[config.mk]
export PLATFORM = sky130hd
export DESIGN_NAME = mat_slot_allocator
export DESIGN_NICKNAME = d
export VERILOG_FILES = /design/src/rtl/mat_slot_allocator.sv
export SDC_FILE = /design/constraint.sdc
export NUM_CORES = 1
export LEC_CHECK = 0
export CAP_MARGIN = 10
export CORE_ASPECT_RATIO = 0.9
export CORE_UTILIZATION = 40
export CTS_BUF_LIST = sky130_fd_sc_hd__clkbuf_4
export DETAILED_ROUTE_END_ITERATION = 10
export GPL_TIMING_DRIVEN = 0
export HOLD_SLACK_MARGIN = 0.08
export PLACE_DENSITY_LB_ADDON = 0.12
export SYNTH_ARGS = -nofsm -noshare
export SYNTH_HDL_FRONTEND = slang
export SYNTH_SLANG_ARGS = --single-unit
[constraint.sdc]
create_clock -name clk -period 10.6 [get_ports clk]
set_input_delay 2.12 -clock clk [delete_from_list [all_inputs] [get_ports clk]]
set_output_delay 2.12 -clock clk [all_outputs]
set_load 0.1 [all_outputs]
[src/rtl/mat_slot_allocator.sv]
// mat_slot_allocator: matrix-storage ledger for the top-level controller.
// Keeps a table of matrix shapes (M x N); each shape owns a ring of SLOTS
// equal-size regions. Table lookups walk one row per cycle so the match
// logic stays narrow regardless of NUM_TYPES.
module mat_slot_allocator #(
   parameter int NUM_TYPES = 4,
   parameter int SLOTS     = 2,
   parameter int DIM_W     = 3,
   parameter int MAX_DIM   = 5,
   parameter int ADDR_W    = 8,
   parameter int MEM_DEPTH = 256,
   localparam int COUNT_W  = $clog2(SLOTS + 1),
   localparam int TIDX_W   = (NUM_TYPES > 1) ? $clog2(NUM_TYPES) : 1,
   localparam int UT_W     = $clog2(NUM_TYPES + 1)
) (
   input  logic               clk,
   input  logic               rst,
   input  logic               cmd_valid,
   output logic               cmd_ready,
   input  logic [1:0]         cmd_op,
   input  logic [DIM_W-1:0]   cmd_m,
   input  logic [DIM_W-1:0]   cmd_n,
   input  logic [COUNT_W-1:0] cmd_id,
   output logic               rsp_valid,
   input  logic               rsp_ready,
   output logic [2:0]         rsp_status,
   output logic [ADDR_W-1:0]  rsp_addr,
   output logic [ADDR_W-1:0]  rsp_base,
   output logic [COUNT_W-1:0] rsp_count,
   output logic [TIDX_W-1:0]  rsp_type_idx,
   output logic               rsp_overwrite,
   output logic [UT_W-1:0]    used_types,
   output logic [ADDR_W:0]    free_ptr
);

   localparam int PTR_W  = (SLOTS > 1) ? $clog2(SLOTS) : 1;
   localparam int SIZE_W = 2 * DIM_W;
   localparam int FP_W   = ADDR_W + 1;
   // Wide enough that footprint/limit comparisons can never wrap.
   localparam int WIDE_W = ADDR_W + SIZE_W + COUNT_W + 2;

   localparam logic [1:0] OP_ALLOC   = 2'd0;
   localparam logic [1:0] OP_QUERY   = 2'd1;
   localparam logic [1:0] OP_RESOLVE = 2'd2;
   localparam logic [1:0] OP_CLEAR   = 2'd3;

   localparam logic [2:0] ST_OK       = 3'd0;
   localparam logic [2:0] ST_DIM      = 3'd1;
   localparam logic [2:0] ST_FULL     = 3'd2;
   localparam logic [2:0] ST_NOTFOUND = 3'd3;
   localparam logic [2:0] ST_BADID    = 3'd4;

   typedef enum logic [1:0] {
      S_IDLE   = 2'd0,
      S_SEARCH = 2'd1,
      S_EXEC   = 2'd2,
      S_RESP   = 2'd3
   } state_t;

   state_t r_state;
   state_t w_state_nxt;

   // Latched command and search progress
   logic [1:0]         r_op;
   logic [DIM_W-1:0]   r_m;
   logic [DIM_W-1:0]   r_n;
   logic [COUNT_W-1:0] r_id;
   logic [TIDX_W-1:0]  r_idx;
   logic               r_hit;
   logic [TIDX_W-1:0]  r_hit_idx;

   // Shape table
   logic [DIM_W-1:0]   r_tm     [NUM_TYPES];
   logic [DIM_W-1:0]   r_tn     [NUM_TYPES];
   logic [FP_W-1:0]    r_tstart [NUM_TYPES];
   logic [SIZE_W-1:0]  r_tsize  [NUM_TYPES];
   logic [PTR_W-1:0]   r_twp    [NUM_TYPES];
   logic [COUNT_W-1:0] r_tcnt   [NUM_TYPES];
   logic [UT_W-1:0]    r_used_types;
   logic [FP_W-1:0]    r_free_ptr;

   // Registered response
   logic               r_rsp_valid;
   logic [2:0]         r_rsp_status;
   logic [ADDR_W-1:0]  r_rsp_addr;
   logic [ADDR_W-1:0]  r_rsp_base;
   logic [COUNT_W-1:0] r_rsp_count;
   logic [TIDX_W-1:0]  r_rsp_type_idx;
   logic               r_rsp_overwrite;

   // Search / execute datapath
   logic               w_row_match;
   logic               w_idx_last;
   logic               w_dim_bad;
   logic [WIDE_W-1:0]  w_sz_new;
   logic [WIDE_W-1:0]  w_foot;
   logic [WIDE_W-1:0]  w_need;
   logic [WIDE_W-1:0]  w_hit_start;
   logic [WIDE_W-1:0]  w_hit_size;
   logic [PTR_W-1:0]   w_hit_ptr;
   logic [COUNT_W-1:0] w_hit_cnt;
   logic [PTR_W-1:0]   w_ptr_nxt;
   logic [COUNT_W-1:0] w_cnt_nxt;
   logic [WIDE_W-1:0]  w_wr_addr;
   logic [WIDE_W-1:0]  w_id_addr;

   logic [2:0]         w_ex_status;
   logic [ADDR_W-1:0]  w_ex_addr;
   logic [ADDR_W-1:0]  w_ex_base;
   logic [COUNT_W-1:0] w_ex_count;
   logic [TIDX_W-1:0]  w_ex_tidx;
   logic               w_ex_ovw;
   logic               w_upd_hit;
   logic               w_new_row;
   logic               w_clear;

   assign cmd_ready     = (r_state == S_IDLE);
   assign rsp_valid     = r_rsp_valid;
   assign rsp_status    = r_rsp_status;
   assign rsp_addr      = r_rsp_addr;
   assign rsp_base      = r_rsp_base;
   assign rsp_count     = r_rsp_count;
   assign rsp_type_idx  = r_rsp_type_idx;
   assign rsp_overwrite = r_rsp_overwrite;
   assign used_types    = r_used_types;
   assign free_ptr      = r_free_ptr;

   assign w_row_match = (UT_W'(r_idx) < r_used_types) &&
                        (r_tm[r_idx] == r_m) && (r_tn[r_idx] == r_n);
   assign w_idx_last  = (r_idx == TIDX_W'(NUM_TYPES - 1));
   assign w_dim_bad   = (r_m == '0) || (r_n == '0) ||
                        (WIDE_W'(r_m) > WIDE_W'(MAX_DIM)) ||
                        (WIDE_W'(r_n) > WIDE_W'(MAX_DIM));

   assign w_sz_new    = WIDE_W'(r_m) * WIDE_W'(r_n);
   assign w_foot      = WIDE_W'(SLOTS) * w_sz_new;
   assign w_need      = WIDE_W'(r_free_ptr) + w_foot;
   assign w_hit_start = WIDE_W'(r_tstart[r_hit_idx]);
   assign w_hit_size  = WIDE_W'(r_tsize[r_hit_idx]);
   assign w_hit_ptr   = r_twp[r_hit_idx];
   assign w_hit_cnt   = r_tcnt[r_hit_idx];
   assign w_ptr_nxt   = (w_hit_ptr == PTR_W'(SLOTS - 1)) ? PTR_W'(0)
                                                        : w_hit_ptr + PTR_W'(1);
   assign w_cnt_nxt   = (w_hit_cnt == COUNT_W'(SLOTS)) ? w_hit_cnt
                                                       : w_hit_cnt + COUNT_W'(1);
   assign w_wr_addr   = w_hit_start + WIDE_W'(w_hit_ptr) * w_hit_size;
   assign w_id_addr   = w_hit_start + (WIDE_W'(r_id) - WIDE_W'(1)) * w_hit_size;

   // FSM state register
   always_ff @(posedge clk) begin
      if (rst) begin
         r_state <= S_IDLE;
      end else begin
         r_state <= w_state_nxt;
      end
   end

   // FSM next-state: CLEAR bypasses the table walk
   always_comb begin
      w_state_nxt = r_state;
      case (r_state)
         S_IDLE: begin
            if (cmd_valid) begin
               if (cmd_op == OP_CLEAR) begin
                  w_state_nxt = S_EXEC;
               end else begin
                  w_state_nxt = S_SEARCH;
               end
            end else begin
               w_state_nxt = S_IDLE;
            end
         end
         S_SEARCH: begin
            if (w_idx_last) begin
               w_state_nxt = S_EXEC;
            end else begin
               w_state_nxt = S_SEARCH;
            end
         end
         S_EXEC: w_state_nxt = S_RESP;
         S_RESP: begin
            if (r_rsp_valid && rsp_ready) begin
               w_state_nxt = S_IDLE;
            end else begin
               w_state_nxt = S_RESP;
            end
         end
         default: w_state_nxt = S_IDLE;
      endcase
   end

   // Command latch and one-row-per-cycle search, lowest matching row wins
   always_ff @(posedge clk) begin
      if (rst) begin
         r_op      <= 2'd0;
         r_m       <= '0;
         r_n       <= '0;
         r_id      <= '0;
         r_idx     <= '0;
         r_hit     <= 1'b0;
         r_hit_idx <= '0;
      end else if (r_state == S_IDLE) begin
         if (cmd_valid) begin
            r_op      <= cmd_op;
            r_m       <= cmd_m;
            r_n       <= cmd_n;
            r_id      <= cmd_id;
            r_idx     <= '0;
            r_hit     <= 1'b0;
            r_hit_idx <= '0;
         end
      end else if (r_state == S_SEARCH) begin
         if (w_row_match && !r_hit) begin
            r_hit     <= 1'b1;
            r_hit_idx <= r_idx;
         end
         if (!w_idx_last) begin
            r_idx <= r_idx + TIDX_W'(1);
         end
      end
   end

   // Execute decision: response fields and table update strobes
   always_comb begin
      w_ex_status = ST_OK;
      w_ex_addr   = '0;
      w_ex_base   = '0;
      w_ex_count  = '0;
      w_ex_tidx   = '0;
      w_ex_ovw    = 1'b0;
      w_upd_hit   = 1'b0;
      w_new_row   = 1'b0;
      w_clear     = 1'b0;
      case (r_op)
         OP_ALLOC: begin
            if (w_dim_bad) begin
               w_ex_status = ST_DIM;
            end else if (r_hit) begin
               w_ex_addr  = ADDR_W'(w_wr_addr);
               w_ex_base  = ADDR_W'(w_hit_start);
               w_ex_count = w_cnt_nxt;
               w_ex_tidx  = r_hit_idx;
               w_ex_ovw   = (w_hit_cnt == COUNT_W'(SLOTS));
               w_upd_hit  = 1'b1;
            end else if ((r_used_types >= UT_W'(NUM_TYPES)) ||
                         (w_need > WIDE_W'(MEM_DEPTH))) begin
               w_ex_status = ST_FULL;
            end else begin
               w_ex_addr  = ADDR_W'(r_free_ptr);
               w_ex_base  = ADDR_W'(r_free_ptr);
               w_ex_count = COUNT_W'(1);
               w_ex_tidx  = TIDX_W'(r_used_types);
               w_new_row  = 1'b1;
            end
         end
         OP_QUERY: begin
            if (w_dim_bad) begin
               w_ex_status = ST_DIM;
            end else if (!r_hit || (w_hit_cnt == '0)) begin
               w_ex_status = ST_NOTFOUND;
            end else begin
               w_ex_base  = ADDR_W'(w_hit_start);
               w_ex_count = w_hit_cnt;
               w_ex_tidx  = r_hit_idx;
            end
         end
         OP_RESOLVE: begin
            if (w_dim_bad) begin
               w_ex_status = ST_DIM;
            end else if (!r_hit) begin
               w_ex_status = ST_NOTFOUND;
            end else if ((r_id == '0) || (r_id > w_hit_cnt)) begin
               w_ex_status = ST_BADID;
            end else begin
               w_ex_addr  = ADDR_W'(w_id_addr);
               w_ex_base  = ADDR_W'(w_hit_start);
               w_ex_count = w_hit_cnt;
               w_ex_tidx  = r_hit_idx;
            end
         end
         OP_CLEAR: w_clear = 1'b1;
         default:  w_ex_status = ST_OK;
      endcase
   end

   // Shape table and allocation pointers, written only in EXEC
   always_ff @(posedge clk) begin
      if (rst) begin
         for (int i = 0; i < NUM_TYPES; i++) begin
            r_tm[i]     <= '0;
            r_tn[i]     <= '0;
            r_tstart[i] <= '0;
            r_tsize[i]  <= '0;
            r_twp[i]    <= '0;
            r_tcnt[i]   <= '0;
         end
         r_used_types <= '0;
         r_free_ptr   <= '0;
      end else if (r_state == S_EXEC) begin
         if (w_clear) begin
            for (int i = 0; i < NUM_TYPES; i++) begin
               r_twp[i]  <= '0;
               r_tcnt[i] <= '0;
            end
            r_used_types <= '0;
            r_free_ptr   <= '0;
         end else if (w_upd_hit) begin
            r_twp[r_hit_idx]  <= w_ptr_nxt;
            r_tcnt[r_hit_idx] <= w_cnt_nxt;
         end else if (w_new_row) begin
            r_tm[TIDX_W'(r_used_types)]     <= r_m;
            r_tn[TIDX_W'(r_used_types)]     <= r_n;
            r_tstart[TIDX_W'(r_used_types)] <= r_free_ptr;
            r_tsize[TIDX_W'(r_used_types)]  <= SIZE_W'(w_sz_new);
            r_twp[TIDX_W'(r_used_types)]    <= (SLOTS == 1) ? PTR_W'(0) : PTR_W'(1);
            r_tcnt[TIDX_W'(r_used_types)]   <= COUNT_W'(1);
            r_used_types <= r_used_types + UT_W'(1);
            r_free_ptr   <= FP_W'(w_need);
         end
      end
   end

   // Response register: loaded in EXEC, held until the handshake
   always_ff @(posedge clk) begin
      if (rst) begin
         r_rsp_valid     <= 1'b0;
         r_rsp_status    <= 3'd0;
         r_rsp_addr      <= '0;
         r_rsp_base      <= '0;
         r_rsp_count     <= '0;
         r_rsp_type_idx  <= '0;
         r_rsp_overwrite <= 1'b0;
      end else if (r_state == S_EXEC) begin
         r_rsp_valid     <= 1'b1;
         r_rsp_status    <= w_ex_status;
         r_rsp_addr      <= w_ex_addr;
         r_rsp_base      <= w_ex_base;
         r_rsp_count     <= w_ex_count;
         r_rsp_type_idx  <= w_ex_tidx;
         r_rsp_overwrite <= w_ex_ovw;
      end else if ((r_state == S_RESP) && r_rsp_valid && rsp_ready) begin
         r_rsp_valid <= 1'b0;
      end
   end

endmodule

run_1/clock_wires.png
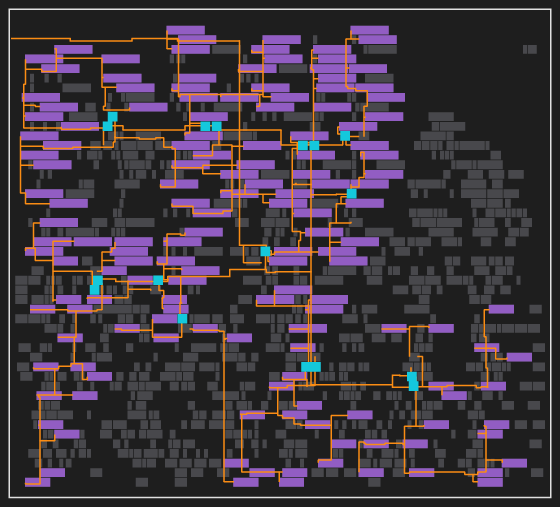
legend:
  cyan:
    item: clock-net drivers
    count: 17
  purple:
    item: flip-flops
    count: 149
  orange:
    item: clock wires
    length: 1820 um
flops lie: spread over the die
clock network power share: 29.4%
skew final: 0.02941 ns
power drawn by the clock network: 360 uW
clk latency late pin: 0.55 ns

run_1/port_trees.png
Bar = 50 um.
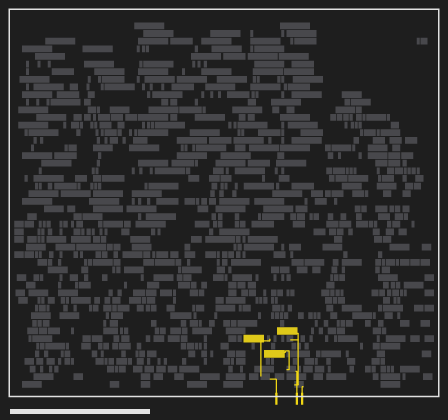
legend:
  yellow:
    port: rsp_status
    bits: 3
    direction: output
    end_cells: 3
    buffers: 3
    wire: 69.4 um
I/O pin count: 52
count of buffers inserted at the top-level ports: 50

==> out/qor.rpt, run 1 <==
=================================================================================
Status                                                               finished with violations
Violations in the final reports                                               DRC
Most used standard cell by instance count after synthesis                  nor2_1
Highest cell delay on the worst timing path                               0.86 ns
Total routing resource utilization after global routing                    23.09%
Clock-pin transition on the worst setup and hold timing paths             0.15 ns
Multi-input logic cell count                                                  538
Max FFs per register                                                           32
Area growth from synthesis to final layout                                 14.15%
Number of standard cells in the layout, taps in and fillers out              1112
Most flop-heavy register                                                 r_tstart
Internal power component                                                 840.3 uW
Final global-route overflow total                                               0
Leakage power of the design                                           0.003410 uW
Post-route design area                                                  9328 um^2
Vias in the first global route                                               6126
TritonCTS clock tree                                                         done
Async set-reset flop share out of synthesis                                    0%
Number of buffers on the longest clock path                                     2
Antenna Diode Count                                                             1
Final number of setup-violating endpoints                                       0
Maximum fanout count along the critical path                                   20
Final max-slew violation count                                                  0
Net total in the final layout                                                 913
Plain + repair buffers                                                         89
Stages on worst setup path                                                     15
Number of logged tool warnings                                                 30
Final Hold Violation Tally                                                      0
Top cells, area                                                      edfxtp_1, dfxtp_1, mux4_2, ha_1, nor2_1
Final RePlAce weighted congestion                                          0.8802
Hold path startpoint                                                  rsp_base[0]
Biggest Area Class                                                   multi-input combinational cells
Commonest Layout Cell                                                            nor2_1
Family with the most delay on the worst path                         simple AND/OR/NAND/NOR gates
Combinational group share of total power                                    18.0%
Worst endpoint required time                                             10.75 ns
Number of H-tree levels                                                         4
Area of placed instances                                                9025 um^2
Gate count after technology mapping                                           768
Post-synthesis share of cell area spent on and-or and or-and gates         11.85%
Highest clock frequency the design can meet                             177.7 MHz
Worst setup margin                                                       4.972 ns
Fraction of layout instances using a drive strength above 1                11.33%
Most used standard cells in the synthesized netlist                  nor2_1, edfxtp_1, nand2_1, dfxtp_1, a21oi_1
Top Layout Cells                                                     nor2_1, edfxtp_1, nand2_1
Share of the clock period used by the worst path                           53.10%
Total number of yosys warnings                                                  0
Worst hold path stage count                                                     2
Met1 layer wirelength in the final routing                               10450 um
Power in sequential cells                                                  643 uW
Count of distinct cell types in the synthesized netlist                        70
Net switching fraction of the power                                        31.32%
Die extent in y                                                          137.6 um
Filler Cell Count                                                            1941
Nature of the critical path startpoint                                   register
Final HPWL from detailed placement                                       17440 um
Regs by FF count                                                     r_tstart: 32 flops, r_tsize: 24 flops
WHS                                                                     0.4627 ns
Area of the core region                                                19990 um^2
Clock Network Area Fraction                                                3.058%
Post-CTS Setup Inserts                                                          0
Register-to-register setup slack                                          4.97 ns
Routed via count                                                             6145
Multi-input combinational area share                                       41.90%
Dpl ws                                                                   4.995 ns
Number of maximum-capacitance violations                                        0
Worst-case vdd ir drop                                                   83.08 uV
Final wirelength                                                         23190 um
Tap cell count                                                                255
Yosys stat cell total                                                         768
Reg-to-reg startpoint                                                      r_m[1]
Share of the yosys chip area belonging to registers                        47.77%
Simple Share, Synth                                                        16.57%
Combined area of all synthesized cells                                  8172 um^2
Flops out of synthesis                                                        149
Clock buffer count from CTS                                                    17
Portion of netlist area occupied by mux cells                              6.615%
Max-area cell share                                                        33.81%
Area of the multi-input gates                                           3909 um^2
Cells after DPL                                                              1078
Biggest power consumer among the groups                                 registers
Worst relative slew slack                                                  19.39%
Adder Area Share                                                           9.953%
Highest-delay cell along the critical path                               nand2b_1
R2R cell count                                                                 15
Worst Setup EP                                                       r_tstart[2][5]
Worst Setup Path Type                                                register to register
Power density over cell area                                         131.2 nW/um^2
Die extent in x                                                          152.7 um
Power consumed by combinational cells                                      220 uW
Non-clock buffer share                                                     7.807%
Length of routed met3 wiring                                              1131 um
Net Sw Power                                                             383.2 uW
Worst-margin pin slew                                                    1.209 ns
Clock Sinks                                                                   149
Cts repair resizes                                                              0
Uppermost layer routed                                                       met4
End of the worst register-to-register path                           r_tstart[2][5]
DRC errors left                                                                 3
Final setup TNS                                                              0 ns
Cells along the critical path                                        nand2_1 > fa_1 > inv_1 > ha_1 > fa_1 > xnor2_1 > inv_1 > ha_1 > nand2_1 > o2111a_1 > nor3_2 > and4_4 > o211ai_4 > or3_4 > nand2b_1
Amount of wire on met2 after detailed routing                            11180 um
Area of the die                                                        21010 um^2
DR pass1 iterations                                                            11
Sink of the worst hold path                                           rsp_base[0]
Critical Path Start                                                        r_m[1]
Initial antenna violation count                                                 1
Pin count of the biggest net entering global routing                           21
CTS root buf                                                             clkbuf_4
Number of buffers inserted by hold repair at cts                                0
Top FF cell, synth                                                       edfxtp_1
Number of logic inverters in the finished layout                               48
Number of rows in the core area                                                49
HP Class                                                             register to register
Number of buffer and inverter stages on the critical path                       2
Iter 0 DRT Violations                                                         515
Cell type with the largest total area after synthesis                    edfxtp_1
Clock buffer instance count of the final layout                                17
Average instance area after synthesis                                  10.64 um^2
Fp util                                                                    40.89%
Area fraction in xor and xnor cells                                        2.572%
Comb area leader                                                     simple AND/OR/NAND/NOR gates
Arrival time reported for the critical path endpoint                      5.78 ns
Synthesis area per yosys                                                8172 um^2
Register share of total power                                               52.6%
Total power consumption of the routed design                              1224 uW
Type of element capturing the critical path                              register
Vias per std cell                                                           5.526
Number of antenna-violating nets in the routed design                           0
RSZ-0062 raised after global routing                                        false
Wire length of the first global-routing pass                             35410 um
=================================================================================
run_1/ff_map.png
Other sequential cells in the stronger gray, the rest of the logic in the fainter gray.
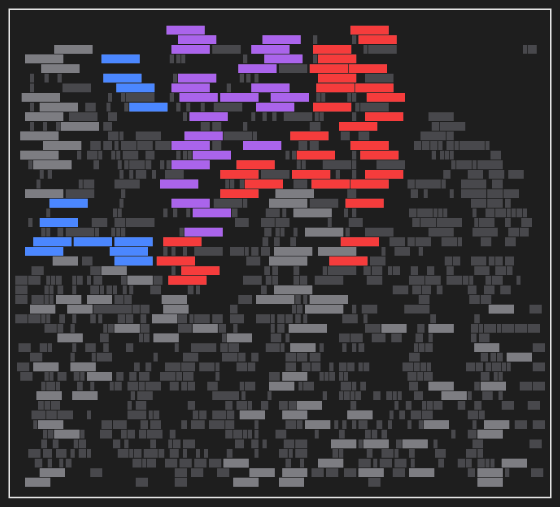
legend:
  purple:
    netlist_name: r_tsize
    sequential_cells: 24
  red:
    netlist_name: r_tstart
    sequential_cells: 32
  blue:
    netlist_name: r_tm
    sequential_cells: 12
    where: left middle
register fraction of the total cell area: 41.85%
utilization after layout: 46.67%
FF+latch area: 3904 um^2

run_1/congestion_map.png
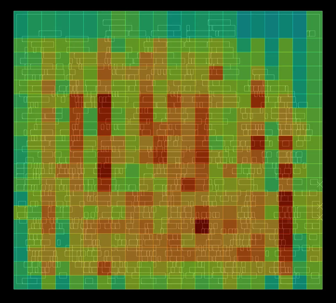
routed len/inst: 20.85 um
routing usage on met1: 30.27%
most crowded layer after global routing: met2
M3 GR Usage: 3.775%
met2 routing resource usage after global routing: 39.81%

==> inputs of run 2 (changes only) <==
==> constraint.sdc (replaced) <==
create_clock -name clk -period 5.3 [get_ports clk]
set_input_delay 1.06 -clock clk [delete_from_list [all_inputs] [get_ports clk]]
set_output_delay 1.06 -clock clk [all_outputs]
set_load 0.1 [all_outputs]
run_2/congestion_map.png
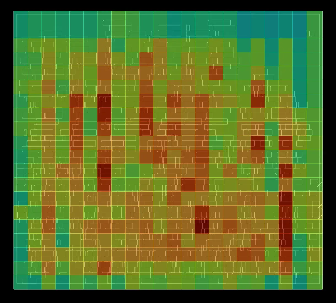
met2 routing resource usage after global routing: 39.73%
utilization after layout: 46.82%
routed len/inst: 20.81 um

run_2/m1.png
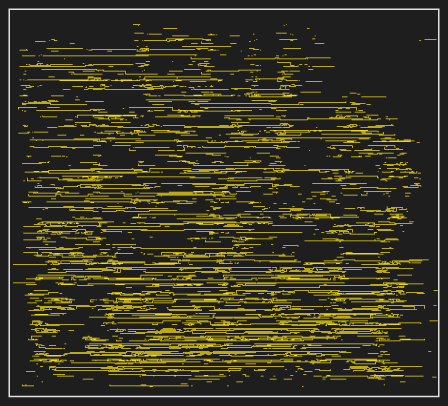
wire length on this layer: 10400 um
share of all routed wire: 45%
final wirelength: 23100 um
routing usage on met1: 30.31%
routed via count: 6098

==> run 2 against run 1 <==
  * The run still ends with DRC left
  * Final cell count decreased by 0.18%
  * Sequential power is 100% higher
  * Synthesized area is the same
  * Design area increased by 0.32%
  * Die size did not move
  * Fmax grew 11%
  * First-iteration DRC count decreased by 11%
  * Setup slack worse by 4.8 ns
  * Critical path type unchanged
==> out/qor.rpt, run 2 <==
==============================================================================
Most flop-heavy register                                              r_tstart
WHS                                                                  0.4639 ns
Number of buffer and inverter stages on the critical path                    3
Top cells, area                                                   edfxtp_1, dfxtp_1, mux4_2, ha_1, nor2_1
Final global-route overflow total                                            0
Hold path startpoint                                               rsp_base[0]
Worst-case vdd ir drop                                                164.7 uV
Post-CTS Setup Inserts                                                       0
Most used standard cells in the synthesized netlist               nor2_1, edfxtp_1, nand2_1, dfxtp_1, a21oi_1
Violations in the final reports                                            DRC
Multi-input combinational area share                                    42.17%
Share of the clock period used by the worst path                        96.01%
Biggest Area Class                                                multi-input combinational cells
Commonest Layout Cell                                                         nor2_1
Worst Setup EP                                                     rsp_addr[6]
Clock network power share                                                29.4%
Multi-input logic cell count                                               538
Highest cell delay on the worst timing path                            0.59 ns
Biggest power consumer among the groups                              registers
Total power consumption of the routed design                           2447 uW
Die extent in x                                                       152.7 um
Dpl ws                                                              -0.3048 ns
Amount of wire on met2 after detailed routing                         11080 um
Arrival time reported for the critical path endpoint                   5.53 ns
Top FF cell, synth                                                    edfxtp_1
Filler Cell Count                                                         1931
Final RePlAce weighted congestion                                       0.8802
Length of routed met3 wiring                                           1161 um
Register share of total power                                            52.5%
Number of standard cells in the layout, taps in and fillers out           1110
Gate count after technology mapping                                        768
Clock-pin transition on the worst setup and hold timing paths          0.15 ns
Count of distinct cell types in the synthesized netlist                     70
Most used standard cell by instance count after synthesis               nor2_1
Clock Sinks                                                                149
Clock Network Area Fraction                                             3.049%
Tap cell count                                                             255
Die extent in y                                                       137.6 um
R2R cell count                                                              17
Leakage power of the design                                        0.003425 uW
Clock buffer instance count of the final layout                             17
Wire length of the first global-routing pass                          35450 um
Plain + repair buffers                                                      87
Net switching fraction of the power                                     31.32%
Worst relative slew slack                                               34.33%
Cts repair resizes                                                           6
Number of buffers on the longest clock path                                  2
Power drawn by the clock network                                        720 uW
Vias in the first global route                                            6121
Initial antenna violation count                                              1
Sink of the worst hold path                                        rsp_base[0]
Final Hold Violation Tally                                                   0
Net total in the final layout                                              911
Uppermost layer routed                                                    met4
Comb area leader                                                  simple AND/OR/NAND/NOR gates
I/O pin count                                                               52
Number of logged tool warnings                                              31
Net Sw Power                                                          766.6 uW
RSZ-0062 raised after global routing                                      true
Adder Area Share                                                        9.953%
Number of maximum-capacitance violations                                     0
Power density over cell area                                      261.5 nW/um^2
Non-clock buffer share                                                  7.688%
Most crowded layer after global routing                                   met2
Area of the die                                                     21010 um^2
TritonCTS clock tree                                                      done
Fraction of layout instances using a drive strength above 1             11.94%
Total routing resource utilization after global routing                 23.09%
Count of buffers inserted at the top-level ports                            50
Max-area cell share                                                     33.81%
M3 GR Usage                                                             3.775%
Register-to-register setup slack                                       0.21 ns
Final max-slew violation count                                               0
Yosys stat cell total                                                      768
Post-route design area                                               9358 um^2
Area of the core region                                             19990 um^2
Number of buffers inserted by hold repair at cts                             0
Number of logic inverters in the finished layout                            48
CTS root buf                                                          clkbuf_4
Iter 0 DRT Violations                                                      456
Area of the multi-input gates                                        3946 um^2
Cells after DPL                                                           1078
Number of antenna-violating nets in the routed design                        0
Area growth from synthesis to final layout                              14.52%
Cells along the critical path                                     clkbuf_4 > buf_6 > mux4_2 > nand2b_1 > fa_1 > fa_1 > fa_1 > inv_1 > ha_1 > fa_1 > a21oi_1 > nor2_1 > nor2_1 > xor2_1 > o21ai_0 > a211oi_1 > a2111oi_0
Average instance area after synthesis                               10.64 um^2
Antenna Diode Count                                                          1
Family with the most delay on the worst path                       adder cells
Total number of yosys warnings                                               0
Async set-reset flop share out of synthesis                                 0%
Status                                                            finished with violations
DRC errors left                                                              3
Register fraction of the total cell area                                41.73%
==============================================================================
==> inputs of run 3 (changes only) <==
--- a/config.mk
+++ b/config.mk
@@ -13,6 +13,7 @@
 export GPL_TIMING_DRIVEN = 0
 export HOLD_SLACK_MARGIN = 0.08
 export PLACE_DENSITY_LB_ADDON = 0.12
+export REMOVE_ABC_BUFFERS = 1
 export SYNTH_ARGS = -nofsm -noshare
 export SYNTH_HDL_FRONTEND = slang
 export SYNTH_SLANG_ARGS = --single-unit
run_3/congestion_map.png
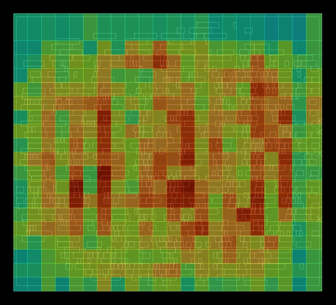
met2 routing resource usage after global routing: 38.28%
routed len/inst: 20.14 um
total routing resource utilization after global routing: 22.13%
utilization after layout: 46.93%

run_3/m1.png
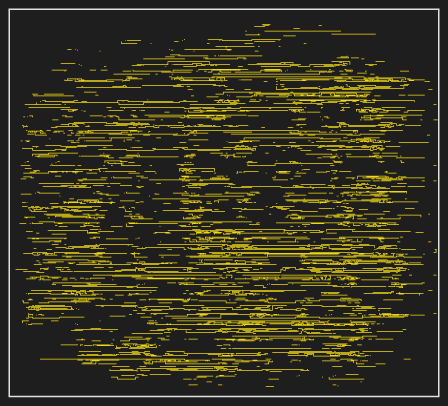
wire length on this layer: 9580 um
share of all routed wire: 44%
longest straight run: 54.3 um
main direction: horizontal
nets with wire on the layer: 829
routing usage on met1: 28.23%
routed via count: 6071
final wirelength: 21800 um

==> run 3 against run 2 <==
  * The flow still finishes with violations (DRC)
  * Combinational power fell by 5.2%
  * Clock power rose by 17%
  * Clock skew rose by 0.0043 ns
  * Die size did not move
  * Utilization rose by 0.11 points
  * Setup slack improved by 0.047 ns
  * Register-to-register slack improved by 0.05 ns
  * Fmax rose by 0.93%
  * Sequential share of layout area fell by 0.055 points
  * Sequential cell count did not move
  * Non-clock buffer count fell by 29
  * Synthesized cell count did not move
  * Critical endpoint is now r_tsize[3][3]
  * Largest cell class unchanged
==> out/qor.rpt, run 3 <==
=================================================================================
Status                                                               finished with violations
Violations in the final reports                                               DRC
Number of buffer and inverter stages on the critical path                       3
Dpl ws                                                                 -0.6501 ns
Register fraction of the total cell area                                   41.68%
Register share of total power                                               50.6%
Combined area of all synthesized cells                                  8172 um^2
Post-synthesis share of cell area spent on and-or and or-and gates         11.85%
Final number of setup-violating endpoints                                       0
Initial antenna violation count                                                 1
Top Layout Cells                                                     nor2_1, edfxtp_1, nand2_1
Net switching fraction of the power                                        27.09%
Most used standard cells in the synthesized netlist                  nor2_1, edfxtp_1, nand2_1, dfxtp_1, a21oi_1
Worst setup margin                                                      0.2583 ns
Die extent in x                                                          152.7 um
Number of logged tool warnings                                                 30
Final RePlAce weighted congestion                                          0.8432
Worst relative slew slack                                                  17.19%
DR pass1 iterations                                                            10
Number of standard cells in the layout, taps in and fillers out              1082
Leakage power of the design                                           0.003428 uW
Final HPWL from detailed placement                                       15440 um
Count of distinct cell types in the synthesized netlist                        70
Sink of the worst hold path                                          rsp_overwrite
Post-CTS Setup Inserts                                                          1
Regs by FF count                                                     r_tstart: 32 flops, r_tsize: 24 flops
Commonest Layout Cell                                                            nor2_1
Clock Sinks                                                                   149
CTS root buf                                                             clkbuf_4
Power drawn by the clock network                                           840 uW
DRC errors left                                                                 4
End of the worst register-to-register path                           r_tsize[3][3]
Length of routed met3 wiring                                              1205 um
Share of the yosys chip area belonging to registers                        47.77%
Max FFs per register                                                           32
HP Class                                                             register to register
Maximum fanout count along the critical path                                   13
Tap cell count                                                                255
Multi-input combinational area share                                       42.18%
Met1 layer wirelength in the final routing                                9582 um
Gate count after technology mapping                                           768
Post-route design area                                                  9379 um^2
Die extent in y                                                          137.6 um
Cts repair resizes                                                              3
Number of H-tree levels                                                         4
Portion of netlist area occupied by mux cells                              6.615%
Critical Path Start                                                        r_n[2]
Area fraction in xor and xnor cells                                        2.572%
Comb area leader                                                     simple AND/OR/NAND/NOR gates
Average instance area after synthesis                                  10.64 um^2
Uppermost layer routed                                                       met4
Pin count of the biggest net entering global routing                           44
Highest-delay cell along the critical path                               o211ai_2
Worst Setup EP                                                       r_tsize[3][3]
Biggest power consumer among the groups                                 registers
Area growth from synthesis to final layout                                 14.78%
Number of logic inverters in the finished layout                               48
Power in sequential cells                                                 1290 uW
Stages on worst setup path                                                     15
Internal power component                                                  1858 uW
Skew final                                                             0.03394 ns
Most crowded layer after global routing                                      met2
Amount of wire on met2 after detailed routing                            10650 um
Worst hold path stage count                                                     2
Final setup TNS                                                              0 ns
Multi-input logic cell count                                                  539
Yosys stat cell total                                                         768
Total number of yosys warnings                                                  0
Clock Network Area Fraction                                                3.589%
Fp util                                                                    40.89%
Nature of the critical path startpoint                                   register
Worst-margin pin slew                                                    1.242 ns
Wire length of the first global-routing pass                             34350 um
I/O pin count                                                                  52
Clk latency late pin                                                      0.58 ns
TritonCTS clock tree                                                         done
Power consumed by combinational cells                                      418 uW
Antenna Diode Count                                                             1
Filler Cell Count                                                            1894
Reg-to-reg startpoint                                                      r_n[2]
Synthesis area per yosys                                                8172 um^2
Net total in the final layout                                                 883
Type of element capturing the critical path                              register
Final max-slew violation count                                                  0
Total power consumption of the routed design                              2549 uW
Number of buffers on the longest clock path                                     2
Worst endpoint required time                                              5.61 ns
Combinational group share of total power                                    16.4%
Worst Setup Path Type                                                register to register
Final global-route overflow total                                               0
Plain + repair buffers                                                         58
Area of the core region                                                19990 um^2
Most flop-heavy register                                                 r_tstart
Biggest Area Class                                                   multi-input combinational cells
Vias per std cell                                                           5.611
Area of the die                                                        21010 um^2
Number of buffers inserted by hold repair at cts                                0
Clock network power share                                                   33.0%
WHS                                                                     0.4614 ns
Flops out of synthesis                                                        149
Number of rows in the core area                                                49
Area of placed instances                                                8987 um^2
Adder Area Share                                                           9.953%
Final Hold Violation Tally                                                      0
Clock-pin transition on the worst setup and hold timing paths             0.12 ns
Worst-case vdd ir drop                                                   193.6 uV
Most used standard cell by instance count after synthesis                  nor2_1
RSZ-0062 raised after global routing                                         true
Count of buffers inserted at the top-level ports                               50
Area of the multi-input gates                                           3956 um^2
Arrival time reported for the critical path endpoint                      5.35 ns
Top FF cell, synth                                                       edfxtp_1
FF+latch area                                                           3909 um^2
Top cells, area                                                      edfxtp_1, dfxtp_1, mux4_2, ha_1, nor2_1
Iter 0 DRT Violations                                                         377
Number of antenna-violating nets in the routed design                           0
Highest cell delay on the worst timing path                               0.60 ns
Highest clock frequency the design can meet                             198.3 MHz
Hold path startpoint                                                 rsp_overwrite
M3 GR Usage                                                                3.901%
Vias in the first global route                                               6113
Non-clock buffer share                                                     7.204%
Async set-reset flop share out of synthesis                                    0%
Fraction of layout instances using a drive strength above 1                11.86%
Net Sw Power                                                             690.5 uW
Register-to-register setup slack                                          0.26 ns
Max-area cell share                                                        33.81%
Family with the most delay on the worst path                          adder cells
Power density over cell area                                         271.8 nW/um^2
Number of maximum-capacitance violations                                        0
=================================================================================
Power and IR drop assume default switching activity.
